==> src/rtl/coax_rx_frame_ctrl.sv <==
// Coax receive frame controller: frames receiver words, appends end/error markers,
// queues them in a first-word-fall-through FIFO and sequences receiver recovery.
module coax_rx_frame_ctrl #(
  parameter int unsigned DEPTH          = 16,
  parameter int unsigned TIMEOUT_CLOCKS = 256,
  parameter int unsigned RECOVER_CLOCKS = 4
) (
  input  logic                     clk,
  input  logic                     reset,
  input  logic                     rx_active,
  input  logic                     rx_strobe,
  input  logic                     rx_error,
  input  logic [9:0]               rx_data,
  output logic                     rx_reset,
  input  logic                     rd_en,
  output logic [10:0]              rd_data,
  output logic                     empty,
  output logic [$clog2(DEPTH):0]   level,
  output logic                     overflow
);

  localparam int unsigned PW = $clog2(DEPTH);
  localparam int unsigned LW = PW + 1;
  localparam int unsigned TW = $clog2(TIMEOUT_CLOCKS + 1);
  localparam int unsigned RW = $clog2(RECOVER_CLOCKS + 1);
  localparam logic [TW-1:0] TimerLast = TW'(TIMEOUT_CLOCKS - 1);
  localparam logic [RW-1:0] RecoverLast = RW'(RECOVER_CLOCKS - 1);
  localparam logic [LW-1:0] LevelFull = LW'(DEPTH);

  typedef enum logic [1:0] {StIdle, StReceive, StRecover} state_e;

  state_e          state_q;
  logic            active_q;
  logic            rx_reset_q;
  logic [8:0]      word_cnt_q;
  logic [TW-1:0]   timer_q;
  logic [RW-1:0]   rec_cnt_q;
  logic [PW-1:0]   wptr_q, rptr_q;
  logic [LW-1:0]   level_q;
  logic            overflow_q;
  logic [10:0]     mem [DEPTH];

  logic            rise, fall, timeout;
  logic            push_req, push_ok, pop;
  logic [10:0]     push_data;

  assign rise = rx_active & ~active_q;
  assign fall = ~rx_active & active_q;

  // Marker priority inside a frame: error, then frame end, then word, then timeout.
  always_comb begin
    push_req  = 1'b0;
    push_data = '0;
    timeout   = 1'b0;
    if (state_q == StReceive) begin
      if (rx_error) begin
        push_req  = 1'b1;
        push_data = {2'b11, 5'b0, rx_data[3:0]};
      end else if (fall) begin
        push_req  = 1'b1;
        push_data = {1'b1, 1'b0, word_cnt_q};
      end else if (rx_strobe) begin
        push_req  = 1'b1;
        push_data = {1'b0, rx_data};
      end else if (timer_q == TimerLast) begin
        timeout   = 1'b1;
        push_req  = 1'b1;
        push_data = {2'b11, 5'b0, 4'b1000};
      end
    end
  end

  assign empty    = (level_q == '0);
  assign pop      = rd_en & ~empty;
  assign push_ok  = push_req & ((level_q != LevelFull) | pop);
  assign rd_data  = empty ? 11'd0 : mem[rptr_q];
  assign level    = level_q;
  assign overflow = overflow_q;
  // Reset request covers the reset cycles themselves plus one trailing cycle.
  assign rx_reset = reset | rx_reset_q;

  always_ff @(posedge clk) begin
    if (push_ok) mem[wptr_q] <= push_data;
  end

  always_ff @(posedge clk) begin
    active_q <= rx_active;
    if (reset) begin
      state_q    <= StIdle;
      rx_reset_q <= 1'b1;
      word_cnt_q <= '0;
      timer_q    <= '0;
      rec_cnt_q  <= '0;
      wptr_q     <= '0;
      rptr_q     <= '0;
      level_q    <= '0;
      overflow_q <= 1'b0;
    end else begin
      if (push_ok) wptr_q <= wptr_q + 1'b1;
      if (pop)     rptr_q <= rptr_q + 1'b1;
      if (push_ok && !pop)      level_q <= level_q + 1'b1;
      else if (pop && !push_ok) level_q <= level_q - 1'b1;
      if (push_req && !push_ok) overflow_q <= 1'b1;

      unique case (state_q)
        StIdle: begin
          rx_reset_q <= 1'b0;
          if (rx_error) begin
            state_q    <= StRecover;
            rx_reset_q <= 1'b1;
            rec_cnt_q  <= RecoverLast;
          end else if (rise) begin
            state_q    <= StReceive;
            word_cnt_q <= '0;
            timer_q    <= '0;
          end
        end
        StReceive: begin
          if (rx_error || timeout) begin
            state_q    <= StRecover;
            rx_reset_q <= 1'b1;
            rec_cnt_q  <= RecoverLast;
          end else if (fall) begin
            state_q <= StIdle;
          end else if (rx_strobe) begin
            if (word_cnt_q != 9'h1FF) word_cnt_q <= word_cnt_q + 1'b1;
            timer_q <= '0;
          end else begin
            timer_q <= timer_q + 1'b1;
          end
        end
        StRecover: begin
          if (rec_cnt_q == '0) begin
            rx_reset_q <= 1'b0;
            state_q    <= StIdle;
          end else begin
            rec_cnt_q <= rec_cnt_q - 1'b1;
          end
        end
        default: state_q <= StIdle;
      endcase
    end
  end

endmodule

==> config.mk <==
export PLATFORM = sky130hd
export DESIGN_NAME = coax_rx_frame_ctrl
export DESIGN_NICKNAME = d
export VERILOG_FILES = /design/src/rtl/coax_rx_frame_ctrl.sv
export SDC_FILE = /design/constraint.sdc
export NUM_CORES = 1
export LEC_CHECK = 0
export CAP_MARGIN = 20
export CORE_ASPECT_RATIO = 0.75
export CORE_MARGIN = 10
export CORE_UTILIZATION = 45
export DETAILED_ROUTE_END_ITERATION = 7
export PLACE_DENSITY_LB_ADDON = 0.15
export SLEW_MARGIN = 20
export SYNTH_ARGS = -nofsm -noshare
export SYNTH_HDL_FRONTEND = slang
export SYNTH_SLANG_ARGS = --single-unit
==> constraint.sdc <==
create_clock -name clk -period 3.1 [get_ports clk]
set_clock_uncertainty 0.15 [all_clocks]
set_input_delay 0.31 -clock clk [delete_from_list [all_inputs] [get_ports clk]]
set_output_delay 0.31 -clock clk [all_outputs]
set_load 0.01 [all_outputs]
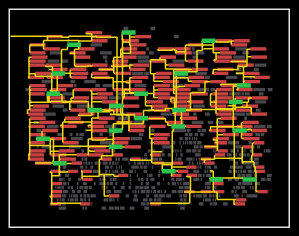
(clock wires, drivers and flops)
(1.5 px per um)
[green] clock drivers | count: 22
[red] flip-flops | count: 219
[yellow] clock wires | length: 2470 um
routed clock nets	23

==> results.yml <==
# synthesis and place-and-route metrics
status:
  status: "finished clean"
clock_tree:
  cts_max_path_buffers: 3
timing:
  period_used_pct: 97.4
  setup_ws_ns: 0.0801
  worstMarginPinSlew_ns: 0.991
power_and_ir_drop:
  pg_comb_w: 0.00227
  sw_frac_of_total_pct: 27.4
  p_leak_nw: 3.72
worst_hold_path:
  hold_path.class: "primary input to flip-flop"
grt:
  grtUsageMet3_pct: 2.43
  top_usage_layer: "met2"
finish:
  sh_seq_area_pct: 55.8
  num-multi-input-gates: 331
  inverters_excl_clock: 14
  largest_class: "flip-flops and latches"
  clk_share_pct: 6.23
synthesis:
  synthFlopType: "edfxtp_1"
  yosysWarnings: 0
  yosysCellCount: 596
  ys_sh_simple_pct: 8.02
setup_path:
  cp_num_buf_inv: 1
  regToRegEndpoint: "level[4]"
  worstSetupPathType: "flip-flop to flip-flop"
place:
  dpl_cell_area_mm2: 0.0102
floorplan:
  nWellTaps: 258
  core-area_mm2: 0.0202
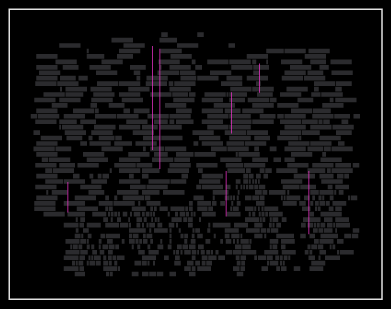
(met4 routing)
(2 px per um)
nets with wire on the layer	3
wire length on this layer	215 um

